<file path="config.mk">
export PLATFORM = sky130hd
export DESIGN_NAME = uart_pkt_deframer_flat
export DESIGN_NICKNAME = d
export VERILOG_FILES = /design/src/rtl/uart_pkt_deframer_if.sv /design/src/rtl/uart_pkt_deframer.sv /design/src/flat_wrapper.sv
export SDC_FILE = /design/constraint.sdc
export NUM_CORES = 1
export LEC_CHECK = 0
export CORE_ASPECT_RATIO = 1.4
export CORE_MARGIN = 5
export CORE_UTILIZATION = 35
export CTS_CLUSTER_DIAMETER = 50
export DETAILED_ROUTE_END_ITERATION = 16
export PLACE_DENSITY = 0.59
export SYNTH_ARGS = -nofsm -noshare
export SYNTH_HDL_FRONTEND = slang
export SYNTH_SLANG_ARGS = --single-unit
</file>
<file path="constraint.sdc">
create_clock -name clk_i -period 4.67 [get_ports clk_i]
set_input_delay 0.934 -clock clk_i [delete_from_list [all_inputs] [get_ports clk_i]]
set_output_delay 0.934 -clock clk_i [all_outputs]
set_load 0.1 [all_outputs]
</file>
<file path="src/rtl/uart_pkt_deframer_if.sv">
// Byte-stream bundle between the RX FIFO, the packet deframer and the command decoder.
// Signal suffixes are from the deframer's point of view: the slave modport is the deframer.
interface uart_pkt_deframer_if #(
    parameter int DATA_WIDTH = 8
);
    logic                  in_vld_i;
    logic                  in_rdy_o;
    logic [DATA_WIDTH-1:0] in_data_i;
    logic                  out_vld_o;
    logic                  out_rdy_i;
    logic [DATA_WIDTH-1:0] out_data_o;
    logic                  out_last_o;
    logic                  pkt_ok_o;
    logic                  pkt_err_o;
    logic [1:0]            err_code_o;

    modport slave (
        input  in_vld_i, in_data_i, out_rdy_i,
        output in_rdy_o, out_vld_o, out_data_o, out_last_o, pkt_ok_o, pkt_err_o, err_code_o
    );

    modport master (
        output in_vld_i, in_data_i, out_rdy_i,
        input  in_rdy_o, out_vld_o, out_data_o, out_last_o, pkt_ok_o, pkt_err_o, err_code_o
    );
endinterface

</file>
<file path="src/rtl/uart_pkt_deframer.sv">
// Extracts SYNC/LEN/payload/XOR-checksum frames from a byte stream, forwards payload
// cut-through with a last flag and pulses ok/error status once per frame.
module uart_pkt_deframer #(
    parameter int                    DATA_WIDTH = 8,
    parameter logic [DATA_WIDTH-1:0] SYNC_BYTE  = 8'hA5,
    parameter int                    MAX_LEN    = 16,
    parameter int                    TIMEOUT    = 4096
) (
    input  logic                  clk_i,
    input  logic                  rst_n_i,
    uart_pkt_deframer_if.slave    bus
);

    localparam int                    TW        = $clog2(TIMEOUT);
    localparam logic [TW-1:0]         TMO_LAST  = TW'(TIMEOUT - 1);
    localparam logic [DATA_WIDTH-1:0] MAX_LEN_B = DATA_WIDTH'(MAX_LEN);
    localparam logic [DATA_WIDTH-1:0] ONE_B     = DATA_WIDTH'(1);

    typedef enum logic [1:0] {
        S_IDLE,
        S_LEN,
        S_PAYLOAD,
        S_CSUM
    } state_t;

    state_t                r_state;
    state_t                w_state_next;
    logic [DATA_WIDTH-1:0] r_csum;
    logic [DATA_WIDTH-1:0] r_remain;
    logic [TW-1:0]         r_tmo;
    logic                  r_out_vld;
    logic [DATA_WIDTH-1:0] r_out_data;
    logic                  r_out_last;
    logic                  r_pkt_ok;
    logic                  r_pkt_err;
    logic [1:0]            r_err_code;

    logic                  w_in_rdy;
    logic                  w_hs;
    logic                  w_tmo_hit;
    logic                  w_load;
    logic                  w_ok;
    logic                  w_err;
    logic [1:0]            w_code;

    // Only the payload phase can back-pressure; it depends on registered state and out_rdy.
    always_comb begin
        w_in_rdy = 1'b1;
        if (r_state == S_PAYLOAD) begin
            w_in_rdy = !r_out_vld || bus.out_rdy_i;
        end
    end

    assign w_hs      = bus.in_vld_i && w_in_rdy;
    assign w_tmo_hit = (r_state != S_IDLE) && !w_hs && (r_tmo == TMO_LAST);

    always_comb begin
        w_state_next = r_state;
        w_load       = 1'b0;
        w_ok         = 1'b0;
        w_err        = 1'b0;
        w_code       = 2'd0;
        case (r_state)
            S_IDLE: begin
                if (w_hs && (bus.in_data_i == SYNC_BYTE)) begin
                    w_state_next = S_LEN;
                end
            end
            S_LEN: begin
                if (w_hs) begin
                    if ((bus.in_data_i == '0) || (bus.in_data_i > MAX_LEN_B)) begin
                        w_state_next = S_IDLE;
                        w_err        = 1'b1;
                        w_code       = 2'd1;
                    end else begin
                        w_state_next = S_PAYLOAD;
                    end
                end
            end
            S_PAYLOAD: begin
                if (w_hs) begin
                    w_load = 1'b1;
                    if (r_remain == ONE_B) begin
                        w_state_next = S_CSUM;
                    end
                end
            end
            S_CSUM: begin
                if (w_hs) begin
                    w_state_next = S_IDLE;
                    if (bus.in_data_i == r_csum) begin
                        w_ok = 1'b1;
                    end else begin
                        w_err  = 1'b1;
                        w_code = 2'd2;
                    end
                end
            end
            default: w_state_next = S_IDLE;
        endcase
        // A stalled frame is abandoned; any byte already in the output register still drains.
        if (w_tmo_hit) begin
            w_state_next = S_IDLE;
            w_err        = 1'b1;
            w_code       = 2'd3;
        end
    end

    always_ff @(posedge clk_i or negedge rst_n_i) begin
        if (!rst_n_i) begin
            r_state    <= S_IDLE;
            r_pkt_ok   <= 1'b0;
            r_pkt_err  <= 1'b0;
            r_err_code <= 2'd0;
            r_tmo      <= '0;
        end else begin
            r_state   <= w_state_next;
            r_pkt_ok  <= w_ok;
            r_pkt_err <= w_err;
            if (w_err) begin
                r_err_code <= w_code;
            end
            if ((r_state == S_IDLE) || w_hs || w_tmo_hit) begin
                r_tmo <= '0;
            end else begin
                r_tmo <= r_tmo + 1'b1;
            end
        end
    end

    // LEN seeds the checksum so the transmitted checksum covers LEN and payload.
    always_ff @(posedge clk_i or negedge rst_n_i) begin
        if (!rst_n_i) begin
            r_csum   <= '0;
            r_remain <= '0;
        end else if (w_hs && (r_state == S_LEN)) begin
            r_csum   <= bus.in_data_i;
            r_remain <= bus.in_data_i;
        end else if (w_load) begin
            r_csum   <= r_csum ^ bus.in_data_i;
            r_remain <= r_remain - ONE_B;
        end
    end

    always_ff @(posedge clk_i or negedge rst_n_i) begin
        if (!rst_n_i) begin
            r_out_vld  <= 1'b0;
            r_out_data <= '0;
            r_out_last <= 1'b0;
        end else if (w_load) begin
            r_out_vld  <= 1'b1;
            r_out_data <= bus.in_data_i;
            r_out_last <= (r_remain == ONE_B);
        end else if (bus.out_rdy_i) begin
            r_out_vld  <= 1'b0;
        end
    end

    assign bus.in_rdy_o   = w_in_rdy;
    assign bus.out_vld_o  = r_out_vld;
    assign bus.out_data_o = r_out_data;
    assign bus.out_last_o = r_out_last;
    assign bus.pkt_ok_o   = r_pkt_ok;
    assign bus.pkt_err_o  = r_pkt_err;
    assign bus.err_code_o = r_err_code;

endmodule

</file>
<file path="src/flat_wrapper.sv">
// flat-port wrapper written by rule: the top's interface ports become plain ports
module uart_pkt_deframer_flat 
#(
    parameter int                    DATA_WIDTH = 8,
    parameter logic [DATA_WIDTH-1:0] SYNC_BYTE  = 8'hA5,
    parameter int                    MAX_LEN    = 16,
    parameter int                    TIMEOUT    = 4096
)
  (clk_i, rst_n_i, bus_in_vld_i, bus_in_data_i, bus_out_rdy_i, bus_in_rdy_o, bus_out_vld_o, bus_out_data_o, bus_out_last_o, bus_pkt_ok_o, bus_pkt_err_o, bus_err_code_o);
  uart_pkt_deframer_if #(.DATA_WIDTH(DATA_WIDTH)) bus_i ();
  input  logic clk_i;
  input  logic rst_n_i;
  input wire logic [$bits(bus_i.in_vld_i)-1:0] bus_in_vld_i;
  input wire logic [$bits(bus_i.in_data_i)-1:0] bus_in_data_i;
  input wire logic [$bits(bus_i.out_rdy_i)-1:0] bus_out_rdy_i;
  output wire logic [$bits(bus_i.in_rdy_o)-1:0] bus_in_rdy_o;
  output wire logic [$bits(bus_i.out_vld_o)-1:0] bus_out_vld_o;
  output wire logic [$bits(bus_i.out_data_o)-1:0] bus_out_data_o;
  output wire logic [$bits(bus_i.out_last_o)-1:0] bus_out_last_o;
  output wire logic [$bits(bus_i.pkt_ok_o)-1:0] bus_pkt_ok_o;
  output wire logic [$bits(bus_i.pkt_err_o)-1:0] bus_pkt_err_o;
  output wire logic [$bits(bus_i.err_code_o)-1:0] bus_err_code_o;
  assign bus_i.in_vld_i = bus_in_vld_i;
  assign bus_i.in_data_i = bus_in_data_i;
  assign bus_i.out_rdy_i = bus_out_rdy_i;
  assign bus_in_rdy_o = bus_i.in_rdy_o;
  assign bus_out_vld_o = bus_i.out_vld_o;
  assign bus_out_data_o = bus_i.out_data_o;
  assign bus_out_last_o = bus_i.out_last_o;
  assign bus_pkt_ok_o = bus_i.pkt_ok_o;
  assign bus_pkt_err_o = bus_i.pkt_err_o;
  assign bus_err_code_o = bus_i.err_code_o;
  uart_pkt_deframer #(.DATA_WIDTH(DATA_WIDTH), .SYNC_BYTE(SYNC_BYTE), .MAX_LEN(MAX_LEN), .TIMEOUT(TIMEOUT)) u_core (.clk_i(clk_i), .rst_n_i(rst_n_i), .bus(bus_i));
endmodule
</file>
### Gate families picked out, run 1

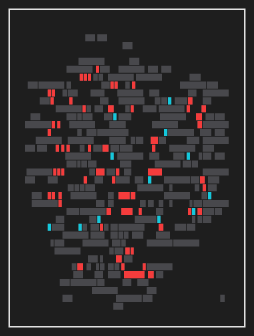
family	colour	cells	most used
inverters	cyan	12	inv_1
NAND gates	red	60	nand2_1
logic share of the area: 0.4241
most common cell after layout, fill and taps aside: dfrtp_1
count of placed standard cells in the final layout, fillers left out: 358

### The metal 1 layer, run 1

Supply wires on this layer in grey.
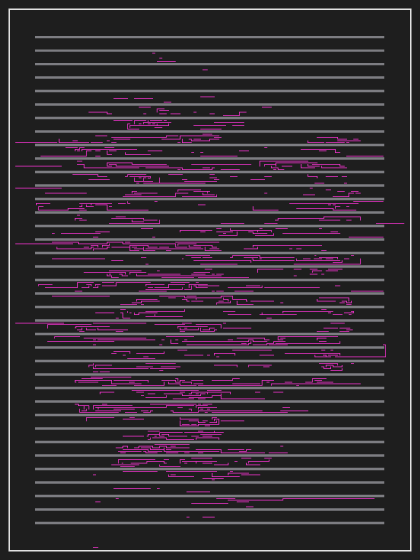
nets with wire on the layer	251
main direction	horizontal
Final Routed Wirelength: 5320 um
GR met1 Demand/Resource: 0.1701
vias after detailed routing: 1798

### Floorplan with the power grid, run 1

Pins as bars on the die edge.
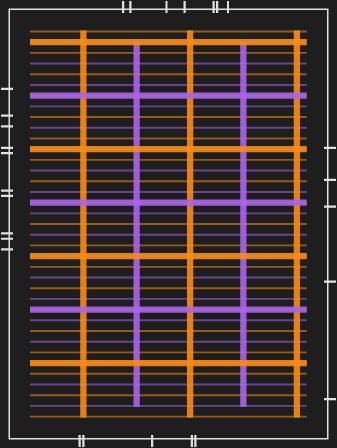
net	colour
VSS	orange
VDD	purple
rows	36
met4 straps	5
met5 straps	7
signal pins	27
met1 rails	37
worst ir drop on vdd: 0.1368 mV
die extent in x: 80.58 um
Floorplan Core Area: 0.006892 mm2
die y size: 108.8 um

==> impl.org, run 1 <==
* Flow results

** Synth
- The number of cells reported by Yosys stat comes to 241.
- Cell taking the most area after synthesis :: dfrtp_1
- Compound-gate portion of the synthesized area :: 0.1384
- Top flip-flop cell by instance count after synthesis :: dfrtp_1
- The cell-mix breakdown from Yosys lists the XOR/XNOR area share as 0.06817.
- The synthesis report lists the Yosys warning total as 0.
- For this run, the register share of the synthesized area comes to 0.4511.
- Synth Net Count :: 256
- Distinct cells, synth :: 53
- Per the synthesis report, the adder-cell share of the synthesized area is 0.01538.
- The synthesis stat section lists a flop and latch total of 44.
- Ranking of synthesized cells by instance count :: dfrtp_1 (44), nand2_1 (39), xnor2_1 (16)
- Netlist Area Pre-Place :: 0.002441 mm2
- By area the synthesized netlist is led by dfrtp_1 (45%), nand2_1 (6.0%), xnor2_1 (5.7%), nor2_4 (4.2%), a21oi_1 (2.3%).
- Top cell area share :: 0.4511
- The post-synth count of flops with an enable pin is 0.
- Multiplexer fraction of the synthesized cell area :: 0.02050
- Per the synth stats, the proportion of register bits with asynchronous set or reset is 1.000.
- A synthesized cell averages 10.13 um2.
- Area figure in the yosys stat output :: 0.002441 mm2
- Top comb family, area :: simple AND/OR/NAND/NOR gates
- The most common cell in the synthesized netlist is dfrtp_1.

** CTS
- Total number of clock tree sinks :: 44
- In this run the post-CTS setup repair buffer count came out at 0.
- Number of buffers inserted for hold repair after clock tree synthesis :: 0
- CTS buffer count :: 5
- The number of gates resized after CTS was 0.
- Clock transition time at the flip-flop clock pins of the worst setup and hold paths :: 90 ps
- Cell at the root of the clock tree :: clkbuf_8
- Worst skew pair latency :: 300 ps

** Final layout
- Biggest register :: u_core.r_tmo
- The layout stage reports a final design area of 0.002835 mm2.
- In the final layout, the fill cell count is 669.
- Of the total standard cell area in the layout, the sequential portion is 0.3884.
- Among all cell classes, the greatest summed area belongs to combinational gates.
- Clock buffer count in the final layout :: 5
- Clock buf/inv share :: 0.04060
- The layout has 12 inverters outside the clock class.
- Number of flip-flops under the largest register name :: 12
- 0 antenna diodes ended up in the layout.
- There are 44 flip-flops and latches.
- Mi-comb count :: 173
- The final layout contains 277 nets.
- Layout area overhead :: 16.15%
- Commonest cells after routing, fill and taps aside :: dfrtp_1 (44), nand2_1 (39), clkdlybuf4s50_1 (24)
- Per the final layout report, the fraction of cells sized above drive strength 1 comes to 0.1293.
- For this run, the share of the core covered by cells in the final layout is 0.4114.
- The multi-input combinational cells in the finished layout cover a total of 0.001202 mm2.

** Worst setup path
- Number of cell instances on the worst register-to-register path :: 4
- Category of the most critical setup path :: in -> out
- Maximum fanout encountered on the critical timing path :: 6
- Along the critical path, the tally of buffer and inverter instances is 2.
- STA classifies the critical path endpoint as a primary output.
- Cell with the biggest individual delay on the critical path :: clkdlybuf4s50_1
- Worst stage delay on the critical path :: 480 ps
- The setup check on the worst reg-to-reg path leaves a slack of 2650 ps.
- Endpoint required time on the critical path :: 3740 ps
- Startpoint class of the critical path :: input pin

** Power and ir drop
- Pwr Density :: 332.2 mW/mm2
- Of the total power, the clock network draws 0.323.
- The analysis attributes to net switching a power of 310.4 uW.
- Overall power of the completed layout :: 941.9 uW
- The leakage power in the latest report is 0.001126 uW.
- The flow reports power dissipated in the clock network as 304 uW.
- Pint :: 631.5 uW
- The biggest slice of the total power is consumed by sequential cells.
- The power report attributes to the sequential group a share of 0.459.
- Combinational fraction of design power :: 0.219
- Flip-flop and latch power :: 432 uW

** Global routing
- Busiest layer in global routing :: met2
- The first global-routing pass estimated 9156 um of wire.
- Overall routing resource usage :: 0.1351
- Entering global routing, the biggest net connects 45 pins.
- Routing resource usage on met2 recorded by global route was 0.2269.
- The initial antenna violation count was 0.
- Global routing met3 resource utilization :: 0.02893

** Placed design
- The placement report lists the number of port buffers as 26.
- The congestion estimate from routability-driven global placement came to 0.7710.
- Detailed placement ended at an HPWL of 3798 um.

** Final timing
- Dividing the final minimum period by the clock period gives 0.6596.
- The routed design could run at a clock period as short as 3080 ps.
- Looking at the max-slew report, the worst-margin pin has a slew of 1023 ps.
- Worst hold margin :: 486.1 ps
- The slew check shows that the tightest pin keeps a relative margin of 0.3182.
- For reference, the final report shows the hold violation count at 0.
- In the post-route analysis, the smallest setup slack over all paths is 1590 ps.
- In the final timing run, aggregate negative setup slack is 0 ps.
- The final max-slew violation count recorded for this run is 0.
- Setup repair after global routing missed its margin :: false
- Derived from the worst setup path, the maximum achievable clock frequency is 0.3246 GHz.

** Route
- Dividing the detail-routed via count by the number of cells gives 5.022.
- First-pass DRT Iterations :: 4
- Remaining antenna violation count :: 0
- The violation tally recorded at the end of detailed-routing iteration 0 is 65.
- The post-route report lists met1 wire length as 2344 um.
- Summed over all nets, wire length on met3 after detailed routing comes to 174 um.

** Die
- Starting density of the core :: 0.3542
- The initialized floorplan defines 36 standard-cell rows.
- Top-Level Pins :: 27
- In this run the full chip footprint comes out at 0.008768 mm2.
- The flow inserted 95 tap cells.

** Worst hold path
- In the hold report, the worst path ends at u_core.bus.out_data_o[4]$_DFFE_PN0P_.
- Worst Hold Launch :: u_core.bus.out_data_o[4]$_DFFE_PN0P_
- Type of the worst min-delay path :: reg -> reg

** Job
- Number of warning messages in the logs :: 27

** Status
- The flow ran to the end, and the final reports show no timing, DRC or antenna violations.
--- run 2 (diff from run 1) ---
Clock period 4.67 ns to 3.2 ns, I/O delays scaled along.
### Where the registers sit, run 2

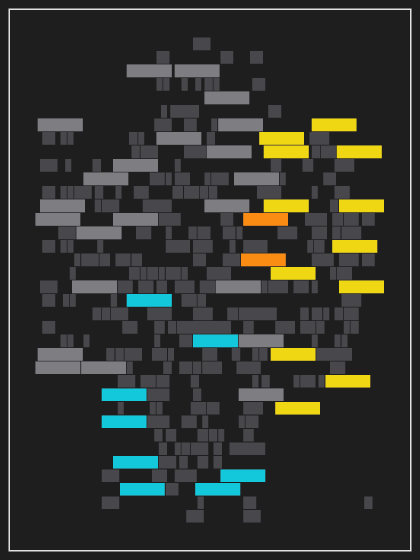
name in the netlist	colour	placed flops
`u_core.r_remain`	cyan	8
`u_core.r_tmo`	yellow	12
`u_core.bus.err_code_o`	orange	2
Util after Layout: 0.4092
Seq area share: 0.3904
flip-flop and latch power: 631 uW

==> impl.org, run 2 <==
* Flow results

** Synth
- Distinct cells, synth :: 53
- Synth Net Count :: 256
- Total number of yosys warnings :: 0
- Ranking of synthesized cells by instance count :: dfrtp_1 (44), nand2_1 (39), xnor2_1 (16)
- The cell-mix breakdown from Yosys lists the adder-cell area share as 0.01538.
- Area fraction in xor and xnor cells :: 0.06817
- Area figure in the yosys stat output :: 0.002441 mm2
- Cell taking the most area after synthesis :: dfrtp_1
- Yosys stat cell total :: 241
- The synthesized design contains 0 enable-type register cells.
- In the post-synthesis netlist, the biggest area contributors are dfrtp_1 (45%), nand2_1 (6.0%), xnor2_1 (5.7%), nor2_4 (4.2%), a21oi_1 (2.3%).
- Proportion of synthesized flip-flops having asynchronous set or reset :: 1.000
- After synthesis the cells add up to 0.002441 mm2.
- Per the synthesis report, the AND-OR/OR-AND share of the synthesized area is 0.1384.
- For reference, the post-synthesis area per instance comes to 10.13 um2.
- Top cell area share :: 0.4511
- Instance tally after logic synthesis :: 241
- Library cell with the highest instance count after synthesis :: dfrtp_1
- Multiplexer fraction of the synthesized cell area :: 0.02050
- Of the synthesized area, sequential elements account for 0.4511.
- Top flip-flop cell by instance count after synthesis :: dfrtp_1
- After synthesis, the largest family of logic cells by area is simple AND/OR/NAND/NOR gates.
- Counting flops and latches in the post-synthesis netlist gives 44.

** Final timing
- Minimum clock period :: 2505 ps
- Fin. max-slew vios :: 0
- After routing, the total negative slack on setup checks comes to 0 ps.
- The highest clock rate this design can be run at is 0.3992 GHz.
- Headroom to the max-slew limit came out at 0.3231.
- Of the available clock period, the critical path in the final layout requires 0.7829.
- Setup violators final :: 0
- Setup slack closes at 694.8 ps.
- Endpoints failing hold in the final report were tallied at 0.
- Worst hold margin :: 485.2 ps
- Setup repair after global routing missed its margin :: false
- Transition at the pin with the smallest max-transition slack :: 1015 ps

** Final layout
- Logic share of the area :: 0.4264
- Per the area breakdown, the dominant cell category is combinational gates.
- The repair_antennas step left the layout with diodes totalling 0.
- Comb gate area :: 0.001202 mm2
- Layout area overhead :: 15.53%
- For the completed layout, the total cell area is recorded as 0.002820 mm2.
- Total of plain and repair buffers excluding clock buffers :: 28
- Number of fill cells :: 692
- Clock buffer count in the final layout :: 6
- Measured on the final layout, the clock distribution area share stands at 0.03815.
- After the last flow step, the layout net total stands at 279.
- For this run, combinational gates with multiple inputs come to 173.
- Number of flip-flops under the largest register name :: 12
- Non-CTS inverters :: 12
- Number of sequential storage elements :: 44
- The area taken by sequential standard cells is reported as 0.001101 mm2.
- The library cell used most frequently in the layout, excluding fill and tap cells, is dfrtp_1.
- Fraction of final layout cells with drive strength greater than 1 :: 0.1849
- Count of placed standard cells in the final layout, fillers left out :: 360
- Biggest register :: u_core.r_tmo
- By instance count after routing, the leading logic cell types are dfrtp_1 (44), nand2_1 (39), xnor2_1 (16), buf_4 (16), inv_1 (12).

** Route
- The detailed router placed 1782 vias in this run.
- Final Routed Wirelength :: 5397 um
- Remaining antenna violation count :: 0
- Top sig layer :: met4
- First-iteration detailed-routing DRC count :: 45
- Average wire per standard cell :: 14.99 um
- The routed wirelength on the met1 layer is recorded as 2290 um.
- Met3 WL post-DR :: 165 um
- Routed met2 length :: 2862 um
- For this run, the detailed router reports a per-instance via density of 4.950.
- The pre-antenna-repair detailed-routing pass consisted of 4 iterations.

** Placed design
- Per the gpl log, the routability congestion estimate is 0.7728.
- Number of buffer cells added on primary ports :: 26
- The wire-length estimate of the detail-placed layout is 3919 um.

** Power and ir drop
- Overall power of the completed layout :: 1354 uW
- Group drawing the most power :: sequential cells
- The share of total power dissipated in the clock network is 0.315.
- Pwr Density :: 480.0 mW/mm2
- The power report attributes to the sequential group a share of 0.466.
- Clk pwr :: 427 uW
- Switching component of the power :: 440.6 uW
- Pint :: 913.1 uW
- Worst ir drop on vdd :: 0.2231 mV
- The power report attributes to the combinational group a share of 0.218.
- P_leak :: 0.001165 uW
- Combinational power :: 296 uW

** Die
- The initial utilization of the core area, before any placement, comes to 0.3542.
- The flow inserted 95 tap cells.
- In this run the count of I/O pins placed on the die edge is 27.
- Standard-cell row count :: 36
- In this run the standard cell core region covers 0.006892 mm2.
- Die y size :: 108.8 um
- Per the OpenROAD floorplan log, the width of the die is 80.58 um.
- Area enclosed by the die boundary :: 0.008768 mm2

** Worst setup path
- For this design, the slowest cell found on the critical path is clkdlybuf4s50_1.
- Setup crit end kind :: primary output
- Logic depth along the worst register-to-register path is recorded as 5.
- Worst Path Buf+Inv :: 2
- Endpoint required time on the critical path :: 2560 ps
- Cell-by-cell listing of the critical path :: clkdlybuf4s50_1 -> and2b_1 -> nand3_1 -> buf_12
- The worst setup path is of the in -> out kind.
- The worst setup path is launched from an input pin.
- Flop2flop setup slack :: 1260 ps
- Worst stage delay on the critical path :: 440 ps
- The report shows a maximum critical-path fanout of 6.

** Job
- Max-cap violations in this run came to 0.
- Number of warning messages in the logs :: 27

** CTS
- Total number of clock tree sinks :: 44
- Worst skew pair latency :: 300 ps
- Maximum count of clock buffers along a single path :: 2
- Post_cts resized :: 0
- The root buffer cell chosen for the clock tree is clkbuf_8.
- After clock tree synthesis, the flow added hold-fix buffers numbering 0.
- On the worst setup and hold paths after CTS, the clock-pin slew comes to 90 ps.
- The H-tree was split into 2 levels.
- CTS buffer count :: 5
- After clock tree synthesis, the setup repair step added 0 buffers.

** Global routing
- GR met1 Demand/Resource :: 0.1574
- The initial antenna violation count came to 0.
- In this run the most used layer during global routing was met2.
- Entering global routing, the biggest net connects 45 pins.
- Recorded from the global router log, the overflow total was 0.
- For this run, global-route usage on met2 was measured as 0.2334.
- For met3 alone, demand over resource in global routing was 0.02727.
- The first global-routing pass estimated 8859 um of wire.
- Vias in the first global route :: 1799
- Total global-route track usage over all layers is 0.1311.

** Worst hold path
- Type of the worst min-delay path :: reg -> reg
- The endpoint of the worst hold path is reported as u_core.bus.out_last_o$_DFFE_PN0P_.
- The launch point of the worst min-delay path is recorded as u_core.bus.out_last_o$_DFFE_PN0P_.

** Status
- Outcome :: completed
Power is estimated from default activity; no workload was simulated.
